==> config.mk <==
export PLATFORM = sky130hd
export DESIGN_NAME = demux_buf_flat
export DESIGN_NICKNAME = d
export VERILOG_FILES = /design/src/rtl/demux_buf_if.sv /design/src/rtl/demux_buf.sv /design/src/flat_wrapper.sv
export SDC_FILE = /design/constraint.sdc
export NUM_CORES = 1
export LEC_CHECK = 0
export CORE_MARGIN = 8
export CORE_UTILIZATION = 50
export CTS_CLUSTER_DIAMETER = 100
export DETAILED_ROUTE_END_ITERATION = 8
export PLACE_DENSITY = 0.87
export SYNTH_ARGS = -nofsm -noshare
export SYNTH_HDL_FRONTEND = slang
export SYNTH_SLANG_ARGS = --single-unit
==> constraint.sdc <==
create_clock -name clk -period 2.16 [get_ports clk]
set_input_delay 0.54 -clock clk [delete_from_list [all_inputs] [get_ports clk]]
set_output_delay 0.54 -clock clk [all_outputs]
set_load 0.01 [all_outputs]
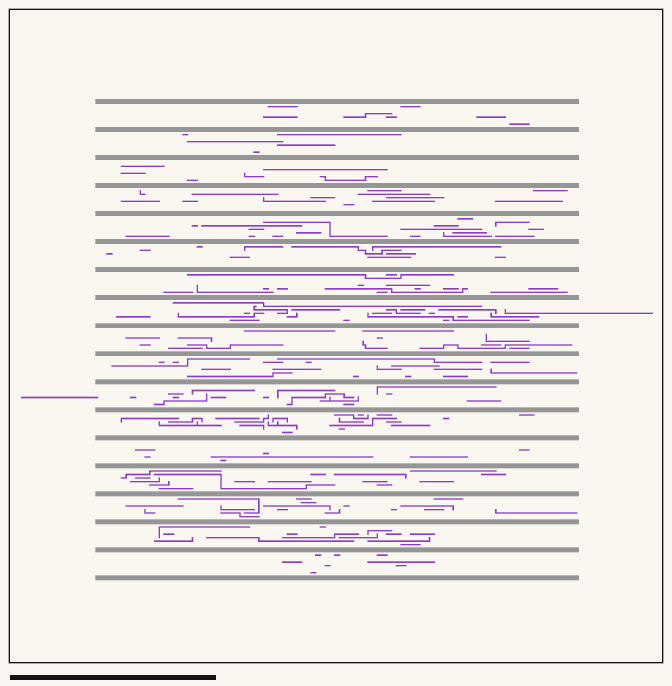
Run 1: met1 routing
Bar = 20 um. Supply wires on this layer in gray.
- wire length on this layer: 896 um
- main direction: horizontal
- nets with wire on the layer: 106
via count: 693
final wirelength: 2.038 mm
M1 GR Usage: 11.95%

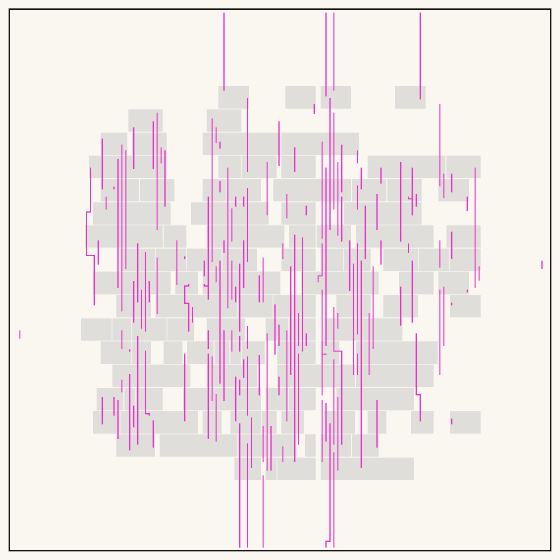
Run 1: the metal 2 layer
Cells faint in the background.
- main direction: vertical
- longest straight run: 26.5 um
- nets with wire on the layer: 111
GR Layer Usage met2: 18.05%

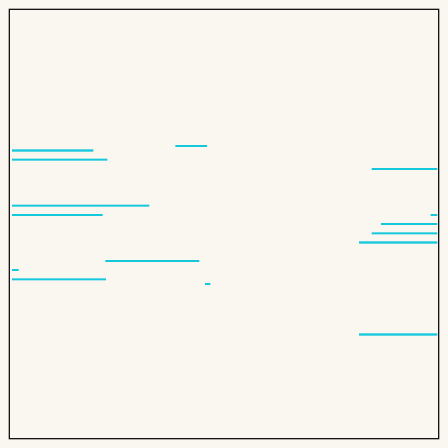
Run 1: the metal 3 layer
- longest straight run: 20.0 um
- share of all routed wire: 6.9%
- nets with wire on the layer: 13
- main direction: horizontal
met3 Usage GRT: 4.770%

==> impl_metrics.toml, run 1 <==
# flow metrics
[critical_path]
slowest_delay_ns = 0.48
cp-end-kind = "primary output"
path_cells = "mux2_2, clkdlybuf4s50_1"
crit_path_start_kind = "register"
slowest_stage = "clkdlybuf4s50_1"
arrival_ns = 1.58
critPathRequiredTime_ns = 1.62
worstSetupPathType = "reg -> out"

[logic_synthesis]
yosys_warnings = 0
ys_seq_share_pct = 53.75
synth_area_um2 = 1117
edf_count = 0
ys_ff = 24
synth_top_cell_by_count = "dfrtp_1"
top_cell_area_share_pct = 53.75
syn_inst = 78
ys_cells = 78
synth.distinct_cells = 20
area_leaders = "dfrtp_1, mux2_2, xnor2_1"

[sta]
min_period_ns = 2.119
fmax_ghz = 0.4719
setup_slack_ns = 0.04075
max_slew_margin_pct = 80.23
hold-worst-slack_ns = 0.5067

[detailed_routing]
wl_per_cell_um = 14.99
drc = 0
wirelength_met1_um = 895
vias_per_cell = 5.096
routed.top_layer = "met4"
dr_wl_met3_um = 141

[placed_design]
port_buffers = 20
pre_cts_ws_ns = -0.1517
dp_cells = 128

[layout]
lay_top_cells = "dfrtp_1, mux2_2, clkdlybuf4s50_1, xnor2_1, buf_4"
largest_reg_flops = 16
num-nets-final = 121
area_growth_pct = 30.01
drive_gt1_share_pct = 34.26
antenna_cells = 0
fillers = 167
final_cell_count_no_fill = 136
fin_util_pct = 66.96
final_common_cell = "dfrtp_1"

[clock_network]
clock_path_buffers = 2
clk_pin_slew_ns = 0.13
cts_made_buffers = 3
cts_tree = "built"

[global_routing]
grt_max_degree = 25
antenna_found_initial = 0
grt_pass1_vias = 757

[min_path]
hold_path_class = "reg -> reg"
hold_depth = 1

[pwr]
ir_worst_vdd_uv = 945.1

[run_status]
outcome = "finished clean"

[floorplanning]
core_um2 = 2170
chipArea_um2 = 4003
fp_util_pct = 51.50
[run 1: routing by layer]
metal | vias up | global-route usage [%]
met4 | 0 | 5.014
li1 | 336 | -
met3 | 4 | 4.770
met2 | 14 | 18.05
met1 | 339 | 11.95
met5 | - | 0
[run 1: kinds of logic (layout without fill, tap and decap cells)]
| kind of cell | count (synthesis) | in the layout | synth area share (%) |
|---|---|---|---|
| compound gates | 1 | 1 | 0.4475 |
| xor+xnor | 10 | 10 | 7.838 |
| fa+ha+maj | 2 | 2 | 2.239 |
| buf+inv | 0 | 30 | 0 |
| flops | 24 | 24 | 53.75 |
| mux | 24 | 24 | 24.19 |
| simple gates | 17 | 17 | 11.53 |
[run 1: layout make-up]
type	instances	area [um2]	share of cell area (%)
clock inverters	1	30.03	2.067
flip-flops and latches	24	603.1	41.52
multi-input cells	54	516.7	35.57
well taps	28	35.03	2.412
clock buffers	3	22.52	1.550
repair buffers	26	245.2	16.88
[run 1: stage by stage]
stage | setup TNS, ns | cell area, um2 | total power, mW
2_1_floorplan | 0 | 1117 | 1.453
3_3_place_gp | -0.1126 | 1368 | 1.836
3_5_place_dp | -0.1517 | 1368 | 1.893
4_1_cts | 0 | 1428 | 2.213
5_1_grt | 0 | 1453 | 2.365
6_report | 0 | 1453 | 2.221
[run 1: what timing repair did]
action / in CTS / in global routing
buffers inserted: 1 / 3
gates resized: 4 / 1
endpoints found under the setup margin: 9 / 7
endpoints found under the hold margin: 0 / 0
[run 1: where the power goes]
part | internal (mW) | switching, mW
registers | 0.687 | 0.180
logic | 0.663 | 0.374
clock network | 0.188 | 0.130
[run 1: worst max-delay path: cells and delay by family (launching register included)]
kind	cells	cell delay, ns
buffers and inverters	1	0.48
flip-flops	1	0.44
multiplexers	1	0.35
==> run 2: changes to the inputs <==
--- a/config.mk
+++ b/config.mk
@@ -10,6 +10,7 @@
 export CTS_CLUSTER_DIAMETER = 100
 export DETAILED_ROUTE_END_ITERATION = 8
 export PLACE_DENSITY = 0.87
+export SLEW_MARGIN = 10
 export SYNTH_ARGS = -nofsm -noshare
 export SYNTH_HDL_FRONTEND = slang
 export SYNTH_SLANG_ARGS = --single-unit
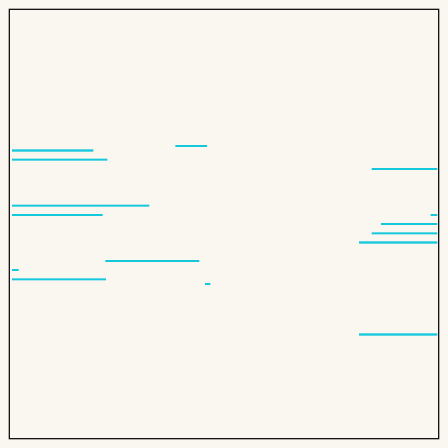
Run 2: the metal 3 layer
- wire length on this layer: 141 um
- longest straight run: 20.0 um

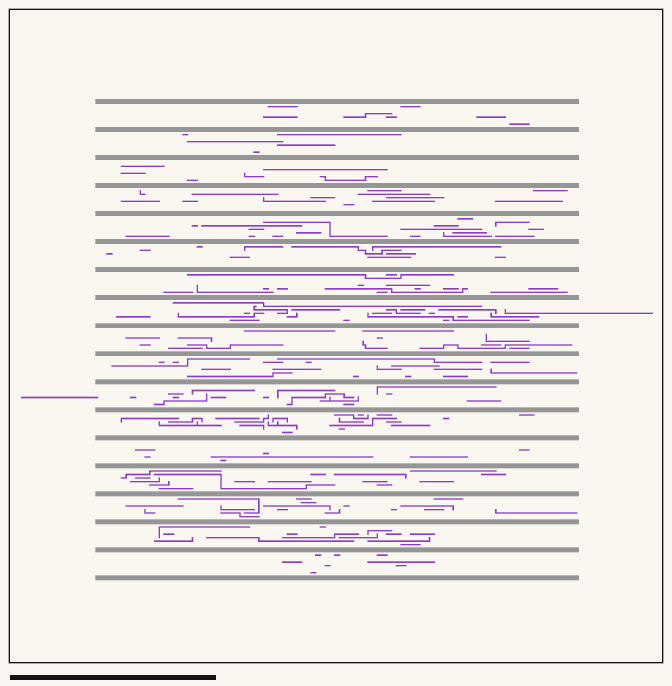
Run 2: met1 routing
Bar = 20 um. Supply wires on this layer in gray.
- main direction: horizontal
- wire length on this layer: 896 um
- share of all routed wire: 44%
- nets with wire on the layer: 106
- longest straight run: 21.2 um

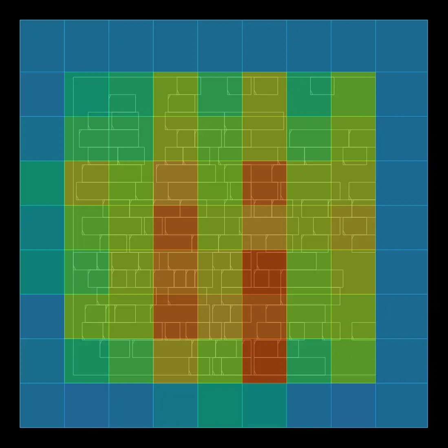
Run 2: routing congestion map
mean routed wirelength per cell: 14.99 um
fin util: 66.96%
Total Routing Usage GR: 10.98%
Top Usage Layer GRT: met2

==> impl_metrics.toml, run 2 <==
# flow metrics
[pwr]
top_power_group = "combinational cells"
ir_worst_vdd_uv = 945.1
p_seq_share_pct = 39.0
sequentialPower_mw = 0.866
p_int_mw = 1.537
p_clk_mw = 0.318
switching_share_pct = 30.80
clkPwrFrac_pct = 14.3

[logic_synthesis]
ys_cells = 78
edf_count = 0
synth_top_cell_by_count = "dfrtp_1"
synthTopLogicFamily = "multiplexers"
synth-compound-area-share_pct = 0.4479
ys_sh_xor_pct = 7.839
area_leaders = "dfrtp_1, mux2_2, xnor2_1"
ys_sh_mux_pct = 24.19
ys_ff = 24
yosys_warnings = 0
yosys.area_share.adder_pct = 2.240
top_cell_area_share_pct = 53.75
synth_area_um2 = 1117
ys_seq_share_pct = 53.75
synth-simple-area-share_pct = 11.53

[layout]
antenna_cells = 0
final_common_cell = "dfrtp_1"
fillers = 167
logic_area_um2 = 516.7
lay_top_cells = "dfrtp_1, mux2_2, clkdlybuf4s50_1, xnor2_1, buf_4"
drive_gt1_share_pct = 34.26
final_cell_count_no_fill = 136
area_growth_pct = 30.01
num-nets-final = 121
largest_reg_flops = 16
ff_latch_area_um2 = 603.1
fin_area_um2 = 1453

[placed_design]
port_buffers = 20
place_area_um2 = 1368
dp_cells = 128

[critical_path]
critPathRequiredTime_ns = 1.62
arrival_ns = 1.58
cp-end-kind = "primary output"

[detailed_routing]
drc = 0
vias_per_cell = 5.096
wirelength_mm = 2.038
vias = 693

[global_routing]
grt_pass1_vias = 757
antenna_found_initial = 0

[sta]
min_period_ns = 2.119
fmax_ghz = 0.4719

[run_status]
outcome = "finished clean"

[clock_network]
clk_pin_slew_ns = 0.13
clock_path_buffers = 2
cts_tree = "built"
cts_made_buffers = 3

[floorplanning]
fp_util_pct = 51.50
chipArea_um2 = 4003

[min_path]
hold_path_class = "reg -> reg"
hold_depth = 1
## run 2: cell counts in the layout (fill, tap and decap cells not counted)
No cell type changed its count.
## run 2: final cells by class
cell class / instances / share of cell area [%]
Timing Repair Buffer: 26 / 16.88
Multi-Input combinational cell: 54 / 35.57
Tap cell: 28 / 2.412
Clock inverter: 1 / 2.067
Sequential cell: 24 / 41.52
Clock buffer: 3 / 1.550
## run 2: critical path, cell delays in order (launching register included)
cell,delay [ns]
dfrtp_2,0.44
mux2_2,0.35
clkdlybuf4s50_1,0.48
## run 2: metal layers
metal	share of wire, %	routed length (um)	track usage, %	vias to the layer above
met1	44	895	11.95	339
met3	6.9	141	4.770	4
met5	0	0	0	-
met2	47	965	18.05	14
met4	1.7	35	5.014	0
li1	-	-	-	336
## run 2: cells by family (layout without fill, tap and decap cells)
| kind of cell | after synthesis | after routing |
|---|---|---|
| xor gates and xnor gates | 10 | 10 |
| DFF | 24 | 24 |
| muxes | 24 | 24 |
| buffers and inverters | 0 | 30 |
| adders and majority gates | 2 | 2 |
| and+or+nand+nor | 17 | 17 |
| AOI/OAI and AO/OA | 1 | 1 |
## run 2: through the flow
| step | hold WS [ns] | utilization [%] | total power, mW | setup slack [ns] | TNS, ns |
|---|---|---|---|---|---|
| floorplan | 0.2444 | - | 1.453 | 0.5894 | 0 |
| global placement | 0.4683 | 63.03 | 1.836 | -0.1126 | -0.1126 |
| detailed placement | 0.4808 | 63.03 | 1.893 | -0.1517 | -0.1517 |
| CTS | 0.5117 | 65.80 | 2.213 | 0.008713 | 0 |
| global route | 0.5292 | 66.96 | 2.365 | 0.002058 | 0 |
| finish | 0.5067 | 66.96 | 2.221 | 0.04075 | 0 |
## run 2: timing repair
action | 4_1_cts | 5_1_grt
endpoints found under the setup margin | 9 | 7
buffers inserted | 1 | 3
gates resized | 4 | 1
Power figures rest on the tool's default switching activity, not on a simulated workload.
